### config.mk
export PLATFORM = sky130hd
export DESIGN_NAME = cross_bar_arbiter
export DESIGN_NICKNAME = d
export VERILOG_FILES = /design/src/rtl/cross_bar_pkg.sv /design/src/rtl/cross_bar_rr_arb.sv /design/src/rtl/cross_bar_arbiter.sv
export SDC_FILE = /design/constraint.sdc
export NUM_CORES = 1
export LEC_CHECK = 0
export ABC_AREA = 1
export CAP_MARGIN = 10
export CORE_MARGIN = 8
export CORE_UTILIZATION = 38
export CTS_BUF_LIST = sky130_fd_sc_hd__clkbuf_4 sky130_fd_sc_hd__clkbuf_8
export DETAILED_ROUTE_END_ITERATION = 16
export PLACE_DENSITY = 0.87
export SETUP_SLACK_MARGIN = 0.5
export SLEW_MARGIN = 10
export SYNTH_ARGS = -nofsm -noshare
export SYNTH_HDL_FRONTEND = slang
export SYNTH_HIERARCHICAL = 1
export SYNTH_SLANG_ARGS = --single-unit
export TNS_END_PERCENT = 1
### constraint.sdc
create_clock -name clk -period 1.5 [get_ports clk]
set_input_delay 0.375 -clock clk [delete_from_list [all_inputs] [get_ports clk]]
set_output_delay 0.375 -clock clk [all_outputs]
set_load 0.01 [all_outputs]
### src/rtl/cross_bar_pkg.sv
// Shared sizes, index types and arbiter state for the crossbar.
// Imported by the arbiter top and its per-slave round-robin units.
package cross_bar_pkg;

  localparam int MASTER_N = 4;
  localparam int SLAVE_N  = 4;
  localparam int ADDR_W   = 32;
  localparam int MASTER_W = $clog2(MASTER_N);
  localparam int SLAVE_W  = $clog2(SLAVE_N);

  localparam int ARB_RESET_PTR = 0;

  typedef logic [MASTER_W-1:0] master_num_t;
  typedef logic [SLAVE_W-1:0]  slave_num_t;

  typedef enum logic {
    ARB_IDLE,
    ARB_BUSY
  } arb_state_t;

endpackage

### src/rtl/cross_bar_rr_arb.sv
// One slave's round-robin arbiter: IDLE/BUSY FSM, priority pointer and
// first-requester-from-pointer pick. Grant is held until ack or drop.
module cross_bar_rr_arb
  import cross_bar_pkg::*;
(
  input  logic                clk,
  input  logic                areset,
  input  logic [MASTER_N-1:0] i_req,
  input  logic                i_ack,
  output master_num_t         o_master_num,
  output logic                o_grant_vld
);

  arb_state_t  r_state;
  master_num_t r_ptr;
  master_num_t r_master_num;
  logic        r_grant_vld;

  master_num_t w_pick;
  logic        w_found;
  master_num_t w_ptr_nxt;
  int          w_idx;

  // Scan upward from the pointer, wrapping at the last master.
  always_comb begin
    w_pick  = '0;
    w_found = 1'b0;
    w_idx   = 0;
    for (int i = 0; i < MASTER_N; i++) begin
      w_idx = int'(r_ptr) + i;
      if (w_idx >= MASTER_N)
        w_idx = w_idx - MASTER_N;
      if (!w_found && i_req[w_idx]) begin
        w_found = 1'b1;
        w_pick  = master_num_t'(w_idx);
      end
    end
  end

  assign w_ptr_nxt =
    (r_master_num == master_num_t'(MASTER_N - 1)) ?
    '0 : r_master_num + 1'b1;

  always_ff @(posedge clk or posedge areset) begin
    if (areset) begin
      r_state      <= ARB_IDLE;
      r_ptr        <= master_num_t'(ARB_RESET_PTR);
      r_master_num <= '0;
      r_grant_vld  <= 1'b0;
    end else begin
      unique case (r_state)
        ARB_IDLE: begin
          if (w_found) begin
            r_master_num <= w_pick;
            r_grant_vld  <= 1'b1;
            r_state      <= ARB_BUSY;
          end
        end
        ARB_BUSY: begin
          // Ack wins over a simultaneous drop so the pointer still rotates.
          if (i_ack) begin
            r_grant_vld <= 1'b0;
            r_ptr       <= w_ptr_nxt;
            r_state     <= ARB_IDLE;
          end else if (!i_req[r_master_num]) begin
            r_grant_vld <= 1'b0;
            r_state     <= ARB_IDLE;
          end
        end
        default: begin
          r_grant_vld <= 1'b0;
          r_state     <= ARB_IDLE;
        end
      endcase
    end
  end

  assign o_master_num = r_master_num;
  assign o_grant_vld  = r_grant_vld;

endmodule

### src/rtl/cross_bar_arbiter.sv
// Crossbar arbiter: address decode, one round-robin unit per slave and
// the reverse slave-per-master routing used for the response path.
module cross_bar_arbiter
  import cross_bar_pkg::*;
(
  input  logic                             clk,
  input  logic                             areset,
  input  logic [MASTER_N-1:0]              master_req,
  input  logic [MASTER_N-1:0][ADDR_W-1:0]  master_addr,
  input  logic [SLAVE_N-1:0]               slave_ack,
  output master_num_t [SLAVE_N-1:0]        master_num,
  output logic [SLAVE_N-1:0]               grant_vld,
  output slave_num_t [MASTER_N-1:0]        slave_num,
  output logic [MASTER_N-1:0]              route_vld
);

  slave_num_t [MASTER_N-1:0]           w_tgt;
  logic [SLAVE_N-1:0][MASTER_N-1:0]    w_req_s;

  always_comb begin
    for (int m = 0; m < MASTER_N; m++)
      w_tgt[m] = master_addr[m][ADDR_W-1 -: SLAVE_W];
  end

  always_comb begin
    for (int s = 0; s < SLAVE_N; s++)
      for (int m = 0; m < MASTER_N; m++)
        w_req_s[s][m] = master_req[m] &&
                        (w_tgt[m] == slave_num_t'(s));
  end

  for (genvar s = 0; s < SLAVE_N; s++) begin : g_arb
    cross_bar_rr_arb u_arb (
      .clk          (clk),
      .areset       (areset),
      .i_req        (w_req_s[s]),
      .i_ack        (slave_ack[s]),
      .o_master_num (master_num[s]),
      .o_grant_vld  (grant_vld[s])
    );
  end

  // A master targets one slave, so at most one grant can point at it.
  always_comb begin
    route_vld = '0;
    slave_num = '0;
    for (int s = 0; s < SLAVE_N; s++) begin
      if (grant_vld[s]) begin
        route_vld[master_num[s]] = 1'b1;
        slave_num[master_num[s]] = slave_num_t'(s);
      end
    end
  end

endmodule

Figure 1. Port wiring (run 1).
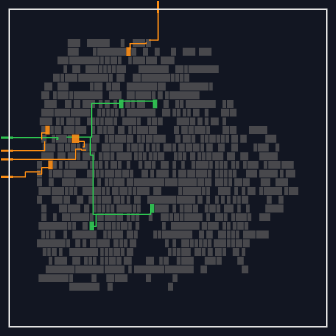
legend:
  `areset`:
    colour: green
    bits: 1
    direction: input
    edge: west
    end_cells: 4
    buffers: 1
    wire: 106 µm
  `route_vld`:
    colour: orange
    bits: 4
    direction: output
    edge: 3 west, 1 north
    end_cells: 4
    buffers: 4
    wire: 83.9 µm

Figure 2. Where the registers sit (run 1).
The bar under the picture is 20 µm long. Other sequential cells in the stronger grey, the rest of the logic in the fainter grey.
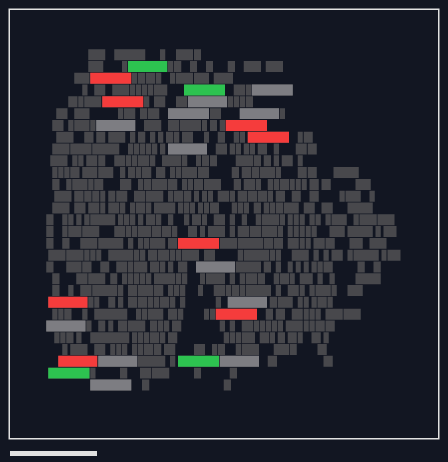
legend:
  `g_arb.u_arb/o_grant_vld`:
    colour: green
    sequential_cells: 4
  `g_arb.u_arb/o_master_num`:
    colour: red
    sequential_cells: 8
not coloured: 12

Figure 3. Routed metal, one colour a layer (run 1).
The bar under the picture is 20 µm long.
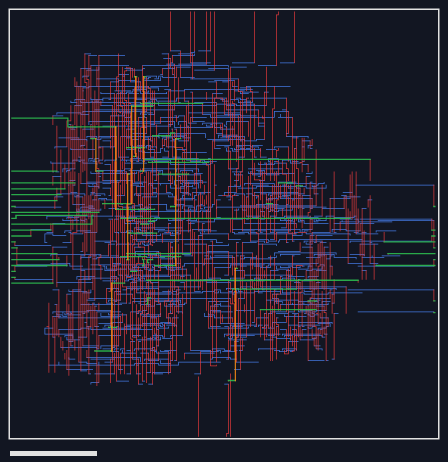
legend:
  met4:
    colour: orange
    wire_length: 180 µm
  met1:
    colour: blue
    wire_length: 3540 µm
  met3:
    colour: green
    wire_length: 562 µm
  met2:
    colour: red
    wire_length: 4190 µm
Total Wirelength: 8.469 mm
wire length per cell: 13.77 µm

==> qor.json, run 1 <==
{
  "placement": {
    "port_buffers": 41,
    "dp_hpwl_mm": 6.309,
    "gp_congestion": 0.8846
  },
  "logic_synthesis": {
    "synth-seq-cells": 24,
    "syn_area_um2": 2599,
    "synth-async-reset-ratio_pct": 100.0,
    "yosys-stat-cells": 445,
    "enable_flop_cells": 0,
    "yosys-top-cells-area": "sky130_fd_sc_hd__nand2_1 27%, sky130_fd_sc_hd__dfrtp_1 23%, sky130_fd_sc_hd__inv_1 8.4%",
    "synth_largest_type_area_fraction_pct": 26.58,
    "unique_masters_post_synth": 25
  },
  "sta": {
    "rsz0062_at_grt": "yes",
    "finalSetupViolations": 13,
    "maxSlewViolCount": 0,
    "setup_ws_ns": -0.1393,
    "fmax_mhz": 610.0,
    "tightest_slew_ns": 0.2614
  },
  "power": {
    "power.combinational.fraction_pct": 76.8,
    "reported_leakage_power_nw": 2.058,
    "power.group.top": "combinational logic",
    "power.total_mw": 8.383,
    "p_seq_mw": 1.56
  },
  "layout": {
    "layout-drive-gt1-share_pct": 45.05,
    "num-nonclk-buffers": 91,
    "combGateArea_um2": 2049,
    "final.fill_count": 608,
    "postLayoutCellArea_um2": 3846,
    "area_dominant_class": "multi-input combinational cells"
  },
  "clock_network": {
    "ctsHtreeMaxLevel": 1,
    "ctsLongestPathBuffers": 2,
    "cts_tree": "built"
  },
  "route": {
    "initialDrtViolationCount": 117,
    "detail_route.wirelength.met1_mm": 3.537
  },
  "floorplanning": {
    "die_width_um": 98.70,
    "ios": 162
  },
  "grt": {
    "overflow": 0,
    "first_global_vias": 3184
  },
  "status": {
    "run_status": "complete, but fails checks",
    "violations": "setup timing"
  },
  "setup_path": {
    "endpoint_kind": "output port"
  },
  "job": {
    "drv_cap": 0
  }
}
==> run 1: sequential cells by signal, indices dropped and copies added, names as in the netlist <==
register / cells
g_arb.u_arb/o_grant_vld: 4
g_arb.u_arb/o_master_num: 8
g_arb.u_arb/r_ptr: 8
g_arb.u_arb/r_state: 4
==> run 1: cells by family (layout without fill, tap and decap cells) <==
logic type	after synthesis	count (layout)	synth area share, %
AOI/OAI and AO/OA	36	36	8.281
adders and majority gates	4	4	1.926
DFF	24	24	23.11
buffers and inverters	74	164	11.70
and+or+nand+nor	307	307	54.98
==> run 1: Yosys cell counts (5+ instances only) <==
cell type / count
sky130_fd_sc_hd__nand4_1: 6
sky130_fd_sc_hd__nand3_1: 31
sky130_fd_sc_hd__o21ai_0: 7
sky130_fd_sc_hd__o21ai_1: 5
sky130_fd_sc_hd__nand2_1: 184
sky130_fd_sc_hd__nor3_1: 16
sky130_fd_sc_hd__a21oi_1: 8
sky130_fd_sc_hd__nor2_1: 24
sky130_fd_sc_hd__nand2_2: 22
sky130_fd_sc_hd__inv_2: 12
sky130_fd_sc_hd__dfrtp_1: 24
sky130_fd_sc_hd__inv_1: 58
sky130_fd_sc_hd__nand3_2: 12
==> run 1: metrics by stage <==
step	TNS [ns]	hold WS, ns	setup slack, ns
2_1_floorplan	0	0.1660	0.1244
3_3_place_gp	-11.62	0.5445	-0.6083
3_5_place_dp	-12.39	0.5633	-0.6651
4_1_cts	-1.275	0.5072	-0.1414
5_1_grt	-2.678	0.5309	-0.2031
6_report	-1.011	0.5194	-0.1393
==> run 1: critical path: cells and delay by family, from the launching register on <==
| kind | cells | cell delay, ns |
|---|---|---|
| buffers and inverters | 2 | 0.33 |
| AND/OR/NAND/NOR | 2 | 0.19 |
| flip-flops | 1 | 0.48 |
==> run 1: cell usage in the layout, fill, tap and decap left out, types with 5 or more instances in the layout <==
cell and n:
sky130_fd_sc_hd__clkdlybuf4s50_1 5, sky130_fd_sc_hd__buf_4 36, sky130_fd_sc_hd__nand3_1 24, sky130_fd_sc_hd__nor2_4 5, sky130_fd_sc_hd__nand3_2 17, sky130_fd_sc_hd__nor2_2 6
sky130_fd_sc_hd__inv_1 30, sky130_fd_sc_hd__nand2_2 42, sky130_fd_sc_hd__nand4_1 6, sky130_fd_sc_hd__clkdlybuf4s15_2 5, sky130_fd_sc_hd__a21oi_1 8, sky130_fd_sc_hd__inv_2 33
sky130_fd_sc_hd__inv_4 7, sky130_fd_sc_hd__nor2_1 17, sky130_fd_sc_hd__o21ai_2 6, sky130_fd_sc_hd__dfrtp_2 12, sky130_fd_sc_hd__buf_6 21, sky130_fd_sc_hd__nor3_4 13
sky130_fd_sc_hd__nand2_4 6, sky130_fd_sc_hd__nand2_1 162, sky130_fd_sc_hd__dfrtp_1 12, sky130_fd_sc_hd__buf_2 18
==> run 1: per-layer routing <==
| layer | vias to the layer above | global-route usage [%] |
|---|---|---|
| li1 | 1580 | - |
| met2 | 99 | 31.71 |
| met3 | 19 | 2.889 |
| met5 | - | 0 |
| met1 | 1437 | 20.34 |
| met4 | 0 | 5.785 |
==> run 1 -> run 2 <==
--- a/config.mk
+++ b/config.mk
@@ -18,4 +18,4 @@
 export SYNTH_HDL_FRONTEND = slang
 export SYNTH_HIERARCHICAL = 1
 export SYNTH_SLANG_ARGS = --single-unit
-export TNS_END_PERCENT = 1
+export TNS_END_PERCENT = 20
Figure 4. Routed metal, one colour a layer (run 2).
The bar under the picture is 20 µm long.
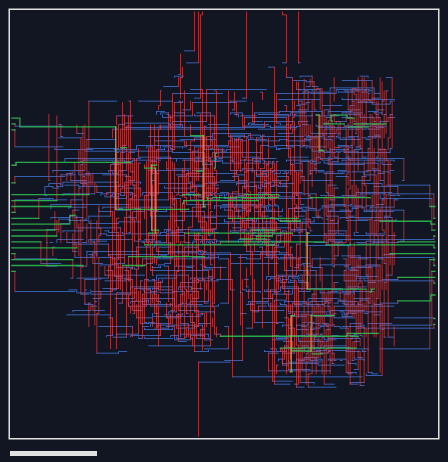
legend:
  met2:
    colour: red
    wire_length: 4630 µm
  met1:
    colour: blue
    wire_length: 3900 µm
  met3:
    colour: green
    wire_length: 617 µm
  met4:
    colour: orange
    wire_length: 107 µm
wire length per cell: 14.73 µm
overall fraction of global-route tracks in use: 18.14%

==> qor.json, run 2 <==
{
  "logic_synthesis": {
    "synth-seq-cells": 24,
    "yosys-top-cells-area": "sky130_fd_sc_hd__nand2_1 27%, sky130_fd_sc_hd__dfrtp_1 23%, sky130_fd_sc_hd__inv_1 8.4%",
    "commonest_cells_in_the_netlist": "184 x sky130_fd_sc_hd__nand2_1, 58 x sky130_fd_sc_hd__inv_1, 31 x sky130_fd_sc_hd__nand3_1, 24 x sky130_fd_sc_hd__dfrtp_1, 24 x sky130_fd_sc_hd__nor2_1",
    "synth-main-ff-cell": "sky130_fd_sc_hd__dfrtp_1",
    "yosys-stat-cells": 445,
    "synthCells": 445,
    "unique_masters_post_synth": 25,
    "synth-async-reset-ratio_pct": 100.0,
    "enable_flop_cells": 0,
    "synth_largest_type_area_fraction_pct": 26.58,
    "cell_with_the_most_instances_after_synthesis": "sky130_fd_sc_hd__nand2_1",
    "syn_area_um2": 2599,
    "top_area_cell": "sky130_fd_sc_hd__nand2_1"
  },
  "floorplanning": {
    "floorplanUtilization_pct": 38.68,
    "die.size.y_um": 98.70,
    "fp-row-count": 30,
    "die_width_um": 98.70,
    "ios": 162
  },
  "layout": {
    "layout-drive-gt1-share_pct": 49.45,
    "antenna_cells": 0,
    "final_common_cell": "sky130_fd_sc_hd__nand2_1",
    "final_util_pct": 60.26,
    "postLayoutCellArea_um2": 4049,
    "final_cells": 628,
    "final.fill_count": 587,
    "lay_top_cells": "150 x sky130_fd_sc_hd__nand2_1, 49 x sky130_fd_sc_hd__nand2_2, 45 x sky130_fd_sc_hd__buf_4",
    "combGateArea_um2": 2113
  },
  "sta": {
    "timing.setup.tns_ns": -1.153,
    "report.final.hold_viol_count": 0,
    "finalSetupViolations": 17,
    "maxSlewViolCount": 0,
    "hold_slack_ns": 0.4428,
    "tightest_slew_ns": 0.2684,
    "final_period_minus_worst_setup_slack_ns": 1.653,
    "final_min_period_over_clock_period_pct": 110.2,
    "rsz0062_at_grt": "yes",
    "setup_ws_ns": -0.1528,
    "fmax_mhz": 605.1,
    "maxSlewHeadroom_pct": 82.05
  },
  "grt": {
    "antenna_violations_before_repair": 0,
    "first_global_vias": 3305,
    "overflow": 0
  },
  "setup_path": {
    "timing.rr.end": "g_arb[2].u_arb/o_master_num[1]",
    "endpoint_kind": "output port"
  },
  "placement": {
    "dpl_worst_slack_ns": -0.6860,
    "dp_hpwl_mm": 6.539,
    "placed_area_um2": 3438,
    "gp_congestion": 0.9515,
    "port_buffers": 41
  },
  "clock_network": {
    "cts_tree": "built",
    "ctsLongestPathBuffers": 2,
    "ctsHtreeMaxLevel": 1,
    "clk-insertion-delay-late_ns": 0.27,
    "clkTransAtPathRegs_ns": 0.09
  },
  "status": {
    "violations": "setup timing",
    "run_status": "complete, but fails checks"
  },
  "power": {
    "reported_leakage_power_nw": 2.154,
    "power.combinational.fraction_pct": 77.2,
    "switching_power_mw": 4.783,
    "power.total_mw": 8.966,
    "power.density_nw_per_um2": 2215
  },
  "route": {
    "detailroute.via_count": 3265,
    "routed_wirelength_mm": 9.249,
    "initialDrtViolationCount": 164,
    "detail-route-antenna-nets": 0,
    "route.detailed.drc": 0
  },
  "job": {
    "drv_cap": 0
  }
}
==> run 2: netlist changes by cell type in the layout (fill, tap and decap cells not counted), moves of 5 or more <==
cell	previous run	this run
sky130_fd_sc_hd__nand2_1	162	150
sky130_fd_sc_hd__buf_4	36	45
sky130_fd_sc_hd__nand2_2	42	49
sky130_fd_sc_hd__buf_6	21	26
sky130_fd_sc_hd__nand2_4	6	11
==> run 2: layer usage <==
| layer | global-route usage [%] | wire length, µm | part of all wire (%) | vias up |
|---|---|---|---|---|
| li1 | - | - | - | 1610 |
| met1 | 21.60 | 3896 | 42 | 1534 |
| met2 | 33.28 | 4628 | 50 | 105 |
| met3 | 2.889 | 616 | 6.7 | 16 |
| met4 | 3.660 | 107 | 1.2 | 0 |
| met5 | 0 | 0 | 0 | - |
==> run 2: cell type report <==
cell class,count,area share (%)
Sequential cell,24,15.27
Clock buffer,4,1.360
Multi-Input combinational cell,347,52.19
Tap cell,80,2.472
Timing Repair Buffer,103,21.54
Inverter,70,7.169
==> run 2: how the worst max path moves through the flow <==
| stage | start | endpoint | cells after the start | slack [ns] |
|---|---|---|---|---|
| 2_1_floorplan | master_req[3] | g_arb[3].u_arb/o_master_num[1] | 12 | 0.13 |
| 3_5_place_dp | master_addr[95] | g_arb[2].u_arb/o_grant_vld | 12 | -0.69 |
| 3_3_place_gp | master_addr[95] | g_arb[2].u_arb/o_grant_vld | 12 | -0.64 |
| 4_1_cts | g_arb[1].u_arb/o_master_num[0] | slave_num[4] | 6 | -0.17 |
| 5_1_grt | g_arb[3].u_arb/o_grant_vld | route_vld[1] | 6 | -0.19 |
| 6_report | g_arb[1].u_arb/o_master_num[0] | slave_num[4] | 6 | -0.15 |
==> run 2: kinds of logic (layout without fill, tap and decap cells) <==
family / after synthesis / after routing / share of synthesized area [%]
AND-OR/OR-AND: 36 / 36 / 8.281
flip-flops: 24 / 24 / 23.11
buffers and inverters: 74 / 177 / 11.70
AND/OR/NAND/NOR: 307 / 307 / 54.98
adder cells (fa/ha/maj): 4 / 4 / 1.926
==> run 2: worst max-delay path, delay by kind of cell, from the launching register on <==
kind	cells	cell delay [ns]
AND/OR/NAND/NOR	3	0.27
flip-flops	1	0.46
buffers and inverters	3	0.27
==> run 2: timing repair <==
action                                  CTS  global route
buffers inserted                         17             4
gates resized                           226            72
hold endpoints to repair                  0             0
endpoints found under the setup margin   48            48
hold buffers                              0             0
gates cloned                              0             1
pin swaps                                41            41
==> run 2: power groups by stage <==
stage	clock network, mW	registers [mW]	logic (mW)
after floorplan	0	1.50	3.65
after global placement	0	1.45	5.57
after detailed placement	0	1.46	5.76
after CTS	0.462	1.50	6.19
after global routing	0.496	1.63	7.63
final	0.457	1.59	6.92
==> run 2 -> run 3 <==
--- a/config.mk
+++ b/config.mk
@@ -7,12 +7,12 @@
 export LEC_CHECK = 0
 export ABC_AREA = 1
 export CAP_MARGIN = 10
-export CORE_MARGIN = 8
+export CORE_MARGIN = 4
 export CORE_UTILIZATION = 38
 export CTS_BUF_LIST = sky130_fd_sc_hd__clkbuf_4 sky130_fd_sc_hd__clkbuf_8
 export DETAILED_ROUTE_END_ITERATION = 16
 export PLACE_DENSITY = 0.87
-export SETUP_SLACK_MARGIN = 0.5
+export SETUP_SLACK_MARGIN = 0.15
 export SLEW_MARGIN = 10
 export SYNTH_ARGS = -nofsm -noshare
 export SYNTH_HDL_FRONTEND = slang
Figure 5. Where the registers sit (run 3).
The bar under the picture is 20 µm long. Other sequential cells in the stronger grey, the rest of the logic in the fainter grey.
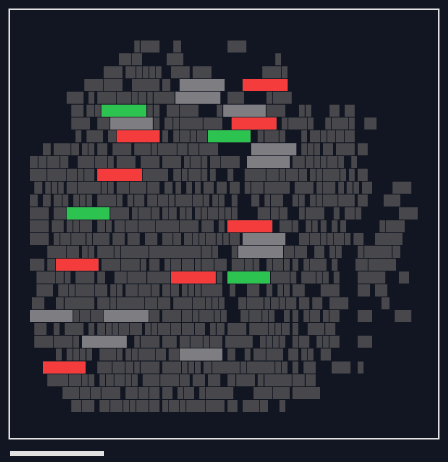
legend:
  `g_arb.u_arb/o_master_num`:
    colour: red
    sequential_cells: 8
  `g_arb.u_arb/o_grant_vld`:
    colour: green
    sequential_cells: 4
power dissipated in sequential cells: 1.60 mW
share of the final layout cell area in sequential cells: 14.44%

==> qor.json, run 3 <==
{
  "route": {
    "routed_wirelength_mm": 10.13,
    "detailroute.via_count": 3536,
    "initialDrtViolationCount": 196,
    "route.detailed.drc": 0,
    "detail-route-antenna-nets": 0,
    "wl_per_cell_um": 15.75
  },
  "logic_synthesis": {
    "synth-async-reset-ratio_pct": 100.0,
    "yosys-top-cells-area": "sky130_fd_sc_hd__nand2_1 27%, sky130_fd_sc_hd__dfrtp_1 23%, sky130_fd_sc_hd__inv_1 8.4%",
    "synthCells": 445,
    "synth_largest_type_area_fraction_pct": 26.58,
    "yosys-stat-cells": 445,
    "top_area_cell": "sky130_fd_sc_hd__nand2_1",
    "commonest_cells_in_the_netlist": "184 x sky130_fd_sc_hd__nand2_1, 58 x sky130_fd_sc_hd__inv_1, 31 x sky130_fd_sc_hd__nand3_1, 24 x sky130_fd_sc_hd__dfrtp_1, 24 x sky130_fd_sc_hd__nor2_1",
    "enable_flop_cells": 0,
    "cell_with_the_most_instances_after_synthesis": "sky130_fd_sc_hd__nand2_1",
    "syn_area_um2": 2599,
    "unique_masters_post_synth": 25,
    "synth-main-ff-cell": "sky130_fd_sc_hd__dfrtp_1"
  },
  "placement": {
    "dpl.cell_count": 608,
    "gp_congestion": 0.9091,
    "dpl_worst_slack_ns": -0.6233,
    "placed_area_um2": 3492,
    "dp_hpwl_mm": 6.122,
    "port_buffers": 41
  },
  "power": {
    "switching_power_mw": 5.020,
    "p_int_mw": 4.593,
    "power.density_nw_per_um2": 2255,
    "power.combinational.fraction_pct": 77.2,
    "reported_leakage_power_nw": 2.285,
    "power.total_mw": 9.613,
    "power.share.clock_pct": 6.1
  },
  "clock_network": {
    "clkTransAtPathRegs_ns": 0.09,
    "cts_tree": "built",
    "clk-insertion-delay-late_ns": 0.28,
    "ctsHtreeMaxLevel": 1,
    "ctsLongestPathBuffers": 2
  },
  "floorplanning": {
    "ios": 162,
    "die_width_um": 90.70,
    "die.size.y_um": 90.70,
    "floorplanUtilization_pct": 40.01,
    "fp-row-count": 29
  },
  "grt": {
    "grt_first_pass_wirelength_mm": 15.45,
    "overflow": 0,
    "antenna_violations_before_repair": 0,
    "grtUsageTotal_pct": 22.34,
    "first_global_vias": 3362
  },
  "sta": {
    "maxSlewHeadroom_pct": 80.53,
    "final_period_minus_worst_setup_slack_ns": 1.775,
    "maxSlewViolCount": 0,
    "rsz0062_at_grt": "yes",
    "final_min_period_over_clock_period_pct": 118.3,
    "report.final.hold_viol_count": 0,
    "finalSetupViolations": 23,
    "hold_slack_ns": 0.5386,
    "setup_ws_ns": -0.2747,
    "timing.setup.tns_ns": -2.451,
    "tightest_slew_ns": 0.2904
  },
  "layout": {
    "final_common_cell": "sky130_fd_sc_hd__nand2_1",
    "final_cells": 643,
    "final.fill_count": 487,
    "lay_top_cells": "142 x sky130_fd_sc_hd__nand2_1, 55 x sky130_fd_sc_hd__nand2_2, 52 x sky130_fd_sc_hd__buf_4",
    "final_util_pct": 65.63,
    "layout-drive-gt1-share_pct": 52.30,
    "postLayoutCellArea_um2": 4263
  },
  "job": {
    "drv_cap": 0
  },
  "status": {
    "run_status": "complete, but fails checks",
    "violations": "setup timing"
  },
  "setup_path": {
    "timing.rr.end": "g_arb[2].u_arb/o_grant_vld",
    "worstRegToRegCells": 7
  }
}
-- run 3: cell counts after synthesis --
No cell type changed its count.
-- run 3: worst max path at each step --
stage	endpoint	depth (start not counted)	from	slack [ns]
2_1_floorplan	g_arb[1].u_arb/o_grant_vld	11	master_addr[94]	0.12
3_3_place_gp	g_arb[3].u_arb/o_grant_vld	12	master_addr[31]	-0.58
3_5_place_dp	g_arb[2].u_arb/o_grant_vld	12	master_addr[95]	-0.62
4_1_cts	route_vld[1]	6	g_arb[2].u_arb/o_grant_vld	-0.15
5_1_grt	route_vld[1]	6	g_arb[0].u_arb/o_master_num[0]	-0.30
6_report	route_vld[1]	6	g_arb[0].u_arb/o_master_num[0]	-0.27
-- run 3: power groups by stage --
stage / Sequential [mW] / Combinational, mW / Clock (mW)
after detailed placement: 1.45 / 5.77 / 0
after floorplan: 1.50 / 3.64 / 0
after global placement: 1.43 / 5.61 / 0
after CTS: 1.48 / 6.32 / 0.592
final: 1.60 / 7.42 / 0.591
after global routing: 1.63 / 8.12 / 0.631
-- run 3: repair_timing --
action / CTS / global route
buffers inserted: 19 / 12
setup endpoints to repair: 40 / 41
pin swaps: 55 / 44
resized: 240 / 85
-- run 3: area by class of cell --
type                            instances  area share [%]
Tap cell                               77           2.260
Clock inverter                          1          0.7044
Clock buffer                            3          0.9686
Inverter                               70           6.927
Sequential cell                        24           14.44
Multi-Input combinational cell        347           49.78
Timing Repair Buffer                  121           24.92
-- run 3: kinds of logic (layout without fill, tap and decap cells) --
logic type	count (synthesis)	count (layout)	synth area share (%)
adders and majority gates	4	4	1.926
buffers and inverters	74	195	11.70
AOI/OAI and AO/OA	36	36	8.281
and+or+nand+nor	307	307	54.98
DFF	24	24	23.11
-- run 3: layer usage --
metal | part of all wire (%) | GRT usage [%]
met3 | 6.6 | 3.250
met4 | 6.2 | 9.821
met5 | 0 | 0
met2 | 49 | 39.22
met1 | 38 | 26.89
-- run 3: worst max-delay path: stages, from the launching register on --
cell and delay, ns:
sky130_fd_sc_hd__dfrtp_1 0.46, sky130_fd_sc_hd__buf_6 0.13, sky130_fd_sc_hd__nand2_1 0.06, sky130_fd_sc_hd__nor2_1 0.18
sky130_fd_sc_hd__nor2_1 0.09, sky130_fd_sc_hd__nand2_1 0.07, sky130_fd_sc_hd__buf_2 0.13
No activity file was given, so power comes from the tool's default toggle rates.
